Fig. 1: cells colored by class
Bar = 10 um. Fill, decap, tap and diode cells in gray.
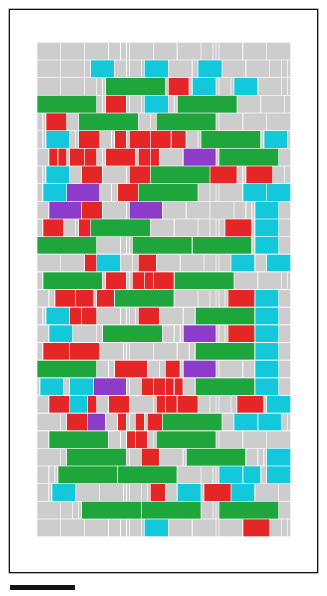
Fig. 2: wire density map
9 x 17 tiles, from black (low) to pale yellow (high), scaled to the fullest tile. Values are wire area over tile area, all layers added.
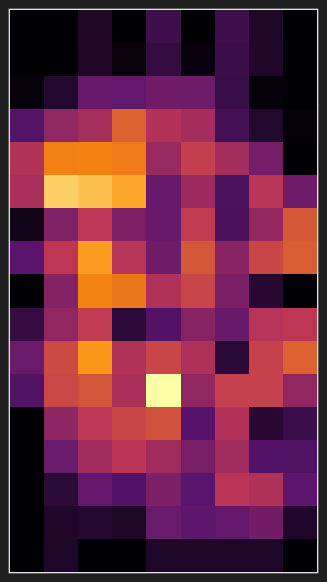
`src/rtl/dom_data_rx.sv`:
```
// Destination-domain receiver for the req/ack data crossing: synchronizes req_i,
// captures the held source word, hands it to a valid/ready consumer and returns ack.
module dom_data_rx #(
  parameter int DATA_W      = 8,
  parameter int SYNC_STAGES = 2,
  parameter int CNT_W       = 16
) (
  input  logic              clk_i,
  input  logic              resetn_i,
  input  logic              req_i,
  input  logic [DATA_W-1:0] data_i,
  output logic              ack_o,
  output logic [DATA_W-1:0] data_o,
  output logic              valid_o,
  input  logic              ready_i,
  output logic              err_o,
  output logic [CNT_W-1:0]  xfer_cnt_o
);

  typedef enum logic [1:0] {
    IDLE = 2'd0,
    HOLD = 2'd1,
    ACK  = 2'd2
  } state_e;

  state_e                 state_q, state_d;
  logic [SYNC_STAGES-1:0] sync_q, sync_d;
  logic                   req_s;
  logic                   ack_q, ack_d;
  logic                   valid_q, valid_d;
  logic                   err_q, err_d;
  logic [DATA_W-1:0]      data_q, data_d;
  logic [CNT_W-1:0]       cnt_q, cnt_d;

  assign req_s = sync_q[SYNC_STAGES-1];

  // State and output registers; every output comes straight from a flop.
  always_ff @(posedge clk_i or negedge resetn_i) begin
    if (!resetn_i) begin
      state_q <= IDLE;
      sync_q  <= {SYNC_STAGES{1'b0}};
      ack_q   <= 1'b0;
      valid_q <= 1'b0;
      err_q   <= 1'b0;
      data_q  <= {DATA_W{1'b0}};
      cnt_q   <= {CNT_W{1'b0}};
    end else begin
      state_q <= state_d;
      sync_q  <= sync_d;
      ack_q   <= ack_d;
      valid_q <= valid_d;
      err_q   <= err_d;
      data_q  <= data_d;
      cnt_q   <= cnt_d;
    end
  end

  // Handshake FSM: data_i is only sampled once req_s proves it has settled.
  always_comb begin
    sync_d  = {sync_q[SYNC_STAGES-2:0], req_i};
    state_d = state_q;
    ack_d   = ack_q;
    valid_d = valid_q;
    err_d   = err_q;
    data_d  = data_q;
    cnt_d   = cnt_q;
    case (state_q)
      IDLE: begin
        if (req_s) begin
          data_d  = data_i;
          valid_d = 1'b1;
          state_d = HOLD;
        end else begin
          state_d = IDLE;
        end
      end
      HOLD: begin
        // A withdrawn request is flagged, but the captured word is still delivered.
        if (!req_s) begin
          err_d = 1'b1;
        end else begin
          err_d = err_q;
        end
        if (ready_i) begin
          valid_d = 1'b0;
          ack_d   = 1'b1;
          cnt_d   = cnt_q + {{(CNT_W-1){1'b0}}, 1'b1};
          state_d = ACK;
        end else begin
          state_d = HOLD;
        end
      end
      ACK: begin
        if (!req_s) begin
          ack_d   = 1'b0;
          state_d = IDLE;
        end else begin
          state_d = ACK;
        end
      end
      default: begin
        ack_d   = 1'b0;
        valid_d = 1'b0;
        state_d = IDLE;
      end
    endcase
  end

  assign ack_o      = ack_q;
  assign valid_o    = valid_q;
  assign err_o      = err_q;
  assign data_o     = data_q;
  assign xfer_cnt_o = cnt_q;

endmodule

```
`config.mk`:
```
export PLATFORM = sky130hd
export DESIGN_NAME = dom_data_rx
export DESIGN_NICKNAME = d
export VERILOG_FILES = /design/src/rtl/dom_data_rx.sv
export SDC_FILE = /design/constraint.sdc
export NUM_CORES = 1
export LEC_CHECK = 0
export CAP_MARGIN = 25
export CORE_ASPECT_RATIO = 2
export CORE_MARGIN = 4
export CORE_UTILIZATION = 41
export CTS_BUF_LIST = sky130_fd_sc_hd__clkbuf_4 sky130_fd_sc_hd__clkbuf_8
export CTS_CLUSTER_DIAMETER = 80
export CTS_CLUSTER_SIZE = 28
export DETAILED_ROUTE_END_ITERATION = 8
export PLACE_DENSITY_LB_ADDON = 0.12
export SETUP_SLACK_MARGIN = 0.2
export SLEW_MARGIN = 10
export SYNTH_ARGS = -nofsm -noshare
export SYNTH_HDL_FRONTEND = slang
export SYNTH_SLANG_ARGS = --single-unit
```
`constraint.sdc`:
```
create_clock -name clk_i -period 1.81 [get_ports clk_i]
set_input_delay 0.181 -clock clk_i [delete_from_list [all_inputs] [get_ports clk_i]]
set_output_delay 0.181 -clock clk_i [all_outputs]
set_load 0.01 [all_outputs]
```
==> run notes <==
Implementation status.

- The storage element area is 775.7 um^2.
- The compound-cell area share of the yosys netlist is 0.02767.
- The smallest hold slack is 0.3021 ns.
- The post-route utilization of the core is recorded as 0.5987.
- The worst-case headroom to the max-slew limit is 0.7500.
- The largest single stage delay on the critical path is 0.57 ns.
- The flow ran to the end, and the final reports show no timing, DRC or antenna violations.
- The detailed router reports a met3 wire length of 211 um.
- Counting the inverters off the clock network in the layout gives 2.
- The summed instance area of the synthesized netlist is 1266 um^2.
- The floorplan step defined a die boundary enclosing around 4100 um^2.
- The initial antenna violation count is 0.
- For reference, the final report shows the hold violation count at 0.
- The script reports the combined buffer and inverter count of the critical path as 1.
- The capturing instance or port of the critical path is xfer_cnt_o[7].
- Of all the cell area in the finished design, non-clock buffers hold 0.2218.
- Per the layout area report, the combinational fraction of cell area is 0.2596.
- Per STA, the worst path is made up of clkdlybuf4s50_1.
- In the synthesized netlist, the number of instances is 97.
- The slowest library cell on the worst path is sky130_fd_sc_hd__clkdlybuf4s50_1.
- The leakage power in the latest report is between 0.7 and 0.8 nW.
- The clock share of power is 0.245.
- The repair_antennas step left the layout with diodes totalling 0.
- The share of cell area taken by muxes after synthesis is 0.08004.
- The first global-routing pass estimated 4098 um of wire.
- Summing all multi-input logic gate instances after layout gives ~460 um^2.
- The dominant logic cell type in the layout is sky130_fd_sc_hd__clkdlybuf4s50_1.
- The initialized floorplan defines 28 standard-cell rows.
- Counting the warning lines in the Yosys log gives 0.
- The largest family of logic cells by area is simple AND/OR/NAND/NOR gates.
- The main flop type after synthesis is sky130_fd_sc_hd__dfrtp_1.
- The switching portion of total power is 0.2799.
- In this run the mean area of a mapped cell was 13.05 um^2.
- The width of the die is 47.30 um.
- The tree is rooted in a sky130_fd_sc_hd__clkbuf_8.
- The internal power of the cells totals 1.755 mW.
- The terminus of the critical flop-to-flop path is xfer_cnt_o[6]$_DFFE_PN0P_.
- Of the synthesized area, sequential elements account for 0.6126.
- The share of total power dissipated in sequential elements is 0.429.
- TritonCTS created 5 clock buffers.
- By count the netlist is led by sky130_fd_sc_hd__dfrtp_1 (31), sky130_fd_sc_hd__xnor2_1 (12), sky130_fd_sc_hd__mux2_2 (9).
- The highest metal layer carrying signal wires in the routed design is met4.
- The count of different cell masters after synthesis is 26.
- The actual slew at the worst max-slew pin is ~0.38 ns.
Notes on Fig. 1 above:
- remaining logic cells: red (cells 63; share of their area 27%)
- registers: green (cells 31; share of their area 44%)
- clock drivers and dummy loads: purple (cells 8; share of their area 5.9%)
- remaining buffers and delay cells: cyan (cells 40; share of their area 23%)

Notes on Fig. 2 above:
- emptiest ninth of the die: upper right
- mean over tiles: 0.093
- fullest tile: 0.30
- nearly empty tiles: 16%

-- power groups by stage --
stage               Sequential (mW)  Combinational (mW)  Clock (mW)
floorplan                      1.12               0.299           0
global placement               1.05               0.793           0
detailed placement             1.06               0.807           0
CTS                            1.05               0.811       0.618
global route                   1.08               0.874       0.653
finish                         1.05               0.795       0.597
-- through the flow --
step / instances / instance area (um^2) / power, mW
5_1_grt: 172 / 1783 / 2.609
3_5_place_dp: 164 / 1678 / 1.868
6_report: 172 / 1783 / 2.437
3_3_place_gp: 164 / 1678 / 1.844
2_1_floorplan: 97 / 1266 / 1.417
4_1_cts: 172 / 1782 / 2.478
-- repair_timing --
action | in CTS | in global routing
hold buffers | 0 | 0
setup buffers | 0 | 0
resized | 0 | 1
setup endpoints to repair | 0 | 5
Power is estimated from default activity; no workload was simulated.
